--- src/rtl/cwru_link_pkg.sv ---
// Shared definitions for the transceiver link: FSM states and line levels.
// Used by both the TX shifter and the receive deframer.
package cwru_link_pkg;

    typedef enum logic [2:0] {
        IDLE,
        START,
        DATA,
        PARITY,
        STOP
    } rx_state_t;

    localparam logic LINE_IDLE        = 1'b0;
    localparam logic START_BIT        = 1'b1;
    localparam logic STOP_BIT         = 1'b0;
    localparam int   DEF_CLKS_PER_BIT = 12500;

endpackage

--- src/rtl/rx_bit_timer.sv ---
// Reloadable bit-period down-counter; tick is high while the count is zero.
// A half-period load centres the first sample inside the start bit.
module rx_bit_timer
    import cwru_link_pkg::*;
#(
    parameter int CLKS_PER_BIT = DEF_CLKS_PER_BIT
) (
    input  logic clk,
    input  logic rst_n,
    input  logic load_half,
    input  logic load_full,
    output logic tick
);

    localparam int TW = $clog2(CLKS_PER_BIT);

    logic [TW-1:0] timer;

    always_ff @(posedge clk or negedge rst_n) begin
        if (!rst_n) begin
            timer <= '0;
        end else if (load_half) begin
            timer <= TW'(CLKS_PER_BIT / 2 - 1);
        end else if (load_full) begin
            timer <= TW'(CLKS_PER_BIT - 1);
        end else if (timer != '0) begin
            timer <= timer - 1'b1;
        end
    end

    assign tick = (timer == '0);

endmodule

--- src/rtl/serial_code_receiver.sv ---
// Serial button-code deframer: start=1, data MSB first, stop=0, idle line 0.
// Define RX_PARITY_EN to expect an even-parity bit between data and stop.
module serial_code_receiver
    import cwru_link_pkg::*;
#(
    parameter int CLKS_PER_BIT = DEF_CLKS_PER_BIT,
    parameter int DATA_BITS    = 8,
    parameter int SYNC_STAGES  = 2
) (
    input  logic                 CLOCK_50,
    input  logic                 RESET_N,
    input  logic                 rx_in,
    output logic [DATA_BITS-1:0] code,
    output logic                 code_valid,
    output logic                 frame_err,
    output logic                 busy
);

    localparam int CW = $clog2(DATA_BITS + 1);

    logic [SYNC_STAGES-1:0] sync;
    logic                   rx_s;
    logic                   rx_prev;
    logic                   rise;
    rx_state_t              state;
    logic [CW-1:0]          bit_cnt;
    logic [DATA_BITS-1:0]   shift_reg;
    logic                   tick;
    logic                   load_half;
    logic                   load_full;
    logic                   par_ok;

    always_ff @(posedge CLOCK_50 or negedge RESET_N) begin
        if (!RESET_N) begin
            sync    <= '0;
            rx_prev <= 1'b0;
        end else begin
            sync    <= {sync[SYNC_STAGES-2:0], rx_in};
            rx_prev <= rx_s;
        end
    end

    assign rx_s = sync[SYNC_STAGES-1];
    assign rise = (rx_s == START_BIT) && (rx_prev == LINE_IDLE);
    assign busy = (state != IDLE);

    assign load_half = (state == IDLE) && rise;
    assign load_full = tick && (
        ((state == START) && (rx_s == START_BIT)) ||
        (state == DATA) || (state == PARITY));

    rx_bit_timer #(
        .CLKS_PER_BIT(CLKS_PER_BIT)
    ) u_timer (
        .clk      (CLOCK_50),
        .rst_n    (RESET_N),
        .load_half(load_half),
        .load_full(load_full),
        .tick     (tick)
    );

`ifdef RX_PARITY_EN
    logic par_bit;

    // Even parity: data bits plus parity bit must XOR to zero.
    assign par_ok = ~(^{shift_reg, par_bit});
`else
    assign par_ok = 1'b1;
`endif

    always_ff @(posedge CLOCK_50 or negedge RESET_N) begin
        if (!RESET_N) begin
            state      <= IDLE;
            bit_cnt    <= '0;
            shift_reg  <= '0;
            code       <= '0;
            code_valid <= 1'b0;
            frame_err  <= 1'b0;
`ifdef RX_PARITY_EN
            par_bit    <= 1'b0;
`endif
        end else begin
            code_valid <= 1'b0;
            frame_err  <= 1'b0;
            case (state)
                IDLE: begin
                    if (rise) begin
                        state   <= START;
                        bit_cnt <= '0;
                    end
                end
                START: begin
                    if (tick) begin
                        state <= (rx_s == START_BIT) ? DATA : IDLE;
                    end
                end
                DATA: begin
                    if (tick) begin
                        shift_reg <= {shift_reg[DATA_BITS-2:0], rx_s};
                        bit_cnt   <= bit_cnt + 1'b1;
                        if (bit_cnt == CW'(DATA_BITS - 1)) begin
`ifdef RX_PARITY_EN
                            state <= PARITY;
`else
                            state <= STOP;
`endif
                        end
                    end
                end
                PARITY: begin
`ifdef RX_PARITY_EN
                    if (tick) begin
                        par_bit <= rx_s;
                        state   <= STOP;
                    end
`else
                    state <= IDLE;
`endif
                end
                STOP: begin
                    if (tick) begin
                        if ((rx_s == STOP_BIT) && par_ok) begin
                            code       <= shift_reg;
                            code_valid <= 1'b1;
                        end else begin
                            frame_err  <= 1'b1;
                        end
                        state <= IDLE;
                    end
                end
                default: state <= IDLE;
            endcase
        end
    end

endmodule

--- config.mk ---
export PLATFORM = sky130hd
export DESIGN_NAME = serial_code_receiver
export DESIGN_NICKNAME = d
export VERILOG_FILES = /design/src/rtl/cwru_link_pkg.sv /design/src/rtl/rx_bit_timer.sv /design/src/rtl/serial_code_receiver.sv
export SDC_FILE = /design/constraint.sdc
export NUM_CORES = 1
export LEC_CHECK = 0
export CAP_MARGIN = 20
export CORE_ASPECT_RATIO = 1.1
export CORE_MARGIN = 3
export CORE_UTILIZATION = 55
export DETAILED_ROUTE_END_ITERATION = 10
export GPL_TIMING_DRIVEN = 0
export HOLD_SLACK_MARGIN = 0.1
export PLACE_DENSITY = 0.76
export SKIP_LAST_GASP = 1
export SLEW_MARGIN = 20
export SYNTH_ARGS = -nofsm -noshare
export SYNTH_HDL_FRONTEND = slang
export SYNTH_SLANG_ARGS = --single-unit
export TNS_END_PERCENT = 20
--- constraint.sdc ---
create_clock -name CLOCK_50 -period 3.5 [get_ports CLOCK_50]
set_input_delay 0.35 -clock CLOCK_50 [delete_from_list [all_inputs] [get_ports CLOCK_50]]
set_output_delay 0.35 -clock CLOCK_50 [all_outputs]
set_load 0.02 [all_outputs]
Figure 1. Close-up of the layout.
Window x 37 to 57, y 41 to 61 um. Cells in gray, sequential cells in the stronger gray; small squares are vias.
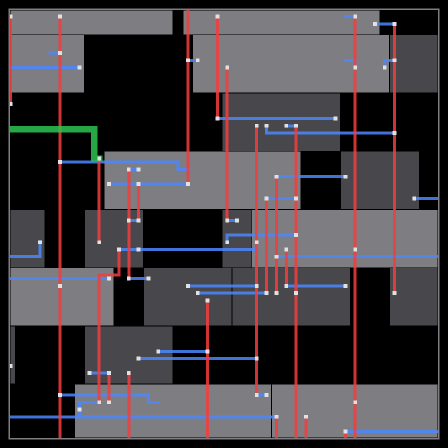
[metal 3] green
[metal 2] red
[metal 1] blue
netlist names of flops here include: code (2), shift_reg (2)
cells with their middle in the window: 15
most frequent: dfrtp_1 (6), clkdlybuf4s50_1 (3)
sequential cells in the window: 6

Figure 2. The clock network.
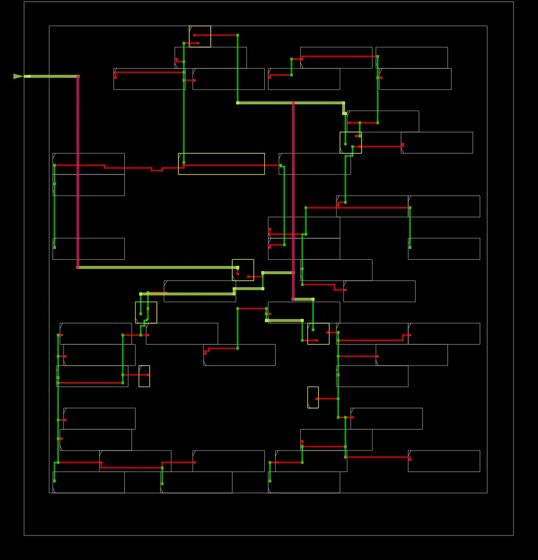
Worst-Skew Late Latency: 0.35 ns
clock buffers: 7
Clock Skew: 0.008727 ns
clock-net power: 0.300 mW
Clock Sink Count: 42

==> results.sh <==
# physical design summary
export IMPL_ys_seq_frac=0.5402
export IMPL_powerDensity_nw_per_um2=513.5
export IMPL_synth_flops=42
export IMPL_syn_avg_cell_area_um2=11.65
export IMPL_critPathCapture="shift_reg[2]"
export IMPL_grt_pass1_wl_um=6223
export IMPL_reg2reg_to="shift_reg[2]"
export IMPL_mux_area_frac=0.1125
export IMPL_synthXorXnorAreaFrac=0.004502
export IMPL_layout_setup_ws_ns=1.207
export IMPL_route_detailed_drc=0
export IMPL_r2r_slack_ns=1.21
export IMPL_status="finished clean"
export IMPL_async_reset_ff_frac=1.000
export IMPL_gr_usage_met2=0.3395
export IMPL_top_layer="met4"
export IMPL_cts_tree="yes"
export IMPL_worstMarginPinSlew_ns=0.8391
export IMPL_cts_clk_slew_worst_paths_ns=0.12
export IMPL_track_usage=0.1896
export IMPL_vias=1396
export IMPL_cts_root_buffer="clkbuf_4"
export IMPL_wl_met3_um=147
export IMPL_critPathCaptureType="flip-flop"
export IMPL_drive_gt1_frac=0.1368
export IMPL_p_clk_frac=0.261
export IMPL_core_area_um2=3358
export IMPL_ff_type="dfrtp_1"
export IMPL_use_met3=0.03941
export IMPL_r2r_start="u_timer.timer[0]"
export IMPL_wl_per_cell_um=14.94
export IMPL_powerSeq_mw=0.647
export IMPL_final_nets=194
export IMPL_use_met1=0.2182
export IMPL_slew_viol_final=0
export IMPL_mostFrequentLayoutCells="42 x dfrtp_1, 12 x clkdlybuf4s50_1, 11 x a21oi_1"
export IMPL_grt_max_degree=35
export IMPL_routed_wirelength_um=3556
export IMPL_cts_path_max_buffers=2
export IMPL_syn_area_um2=1946
export IMPL_largest_register_ffs=14
export IMPL_cp_required_ns=3.74
export IMPL_top_power_group="registers"
export IMPL_critPathBufInv=3
export IMPL_worstPathArrival_ns=2.54
export IMPL_setup_violations=0
export IMPL_synth_net_count=172
export IMPL_worstSetupPathDepth=8
export IMPL_top_logic_kind="simple AND/OR/NAND/NOR gates"
export IMPL_n_fill_cell=270
export IMPL_finalWeightedCongestion=0.8708
export IMPL_die_area_um2=4288
export IMPL_postSynthCellCount=167
export IMPL_ys_warn_count=0
export IMPL_pre_cts_ws_ns=1.235
export IMPL_max_freq_mhz=436.0
export IMPL_hold_class="primary input to asynchronous set/reset pin"
export IMPL_synth_cell_type_count=43
export IMPL_cpMaxStageDelayCell="dfrtp_1"
export IMPL_r2r_cells=8
export IMPL_path_cells="inv_1 -> ha_1 -> nor4b_2 -> and4_1 -> buf_2 -> nand2_1 -> buf_6 -> mux2_1"
export IMPL_dp_hpwl_um=2523
export IMPL_netSwitchingPower_mw=0.3529
export IMPL_grt_pass1_vias=1386
export IMPL_die_w_um=62.71
export IMPL_cts_buffers=5
export IMPL_synth_edff_count=0
export IMPL_start_kind="flip-flop"
export IMPL_synth_top_area_share=0.5402
export IMPL_p_comb_mw=0.201
## through the flow
stage	util	hold WS (ns)	total power [mW]	cells	cell area [um2]
2_1_floorplan	-	0.05441	0.7885	167	1946
3_3_place_gp	0.6360	0.3387	0.8387	228	2136
3_5_place_dp	0.6405	0.2186	0.8538	229	2151
4_1_cts	0.6658	0.3616	1.155	238	2236
5_1_grt	0.6658	0.3707	1.222	238	2236
6_report	0.6658	0.3607	1.148	238	2236
## cell usage after synthesis (2+ instances only)
library cell	n
a31o_1	2
nor3_1	10
and3_1	2
nand2_1	9
buf_6	3
ha_1	2
nand3b_1	3
dfrtp_1	42
a21oi_1	11
or3_4	2
nor4_1	4
mux2_4	8
o21ai_0	3
mux2i_1	2
o21ai_1	8
inv_1	5
mux2_1	7
nand3_1	7
nor2_1	7
o31ai_1	2
or4_1	2
or3_1	3
clkbuf_1	3
## worst reg2reg max path: cells and delay by family, from the launching register on
kind / cells / cell delay, ns
AND/OR/NAND/NOR: 3 / 0.72
flip-flops: 1 / 0.44
buffers and inverters: 3 / 0.47
multiplexers: 1 / 0.32
adder cells (fa/ha/maj): 1 / 0.23
## layout make-up
| class | instances | area, um2 | share of cell area |
|---|---|---|---|
| tap | 48 | 60.06 | 0.02686 |
| sequential | 42 | 1051 | 0.4701 |
| clock buffer | 7 | 45.04 | 0.02015 |
| multi-input combinational | 112 | 822.0 | 0.3677 |
| inverter | 6 | 22.52 | 0.01007 |
| buffer | 7 | 50.05 | 0.02238 |
| clock inverter | 1 | 30.03 | 0.01343 |
| timing repair buffer | 15 | 155.1 | 0.06939 |
## what timing repair did
item,CTS,global route
endpoints found under the setup margin,0,0
hold endpoints to repair,8,0
hold buffers,1,0
resized,0,0
Power and IR drop assume default switching activity.
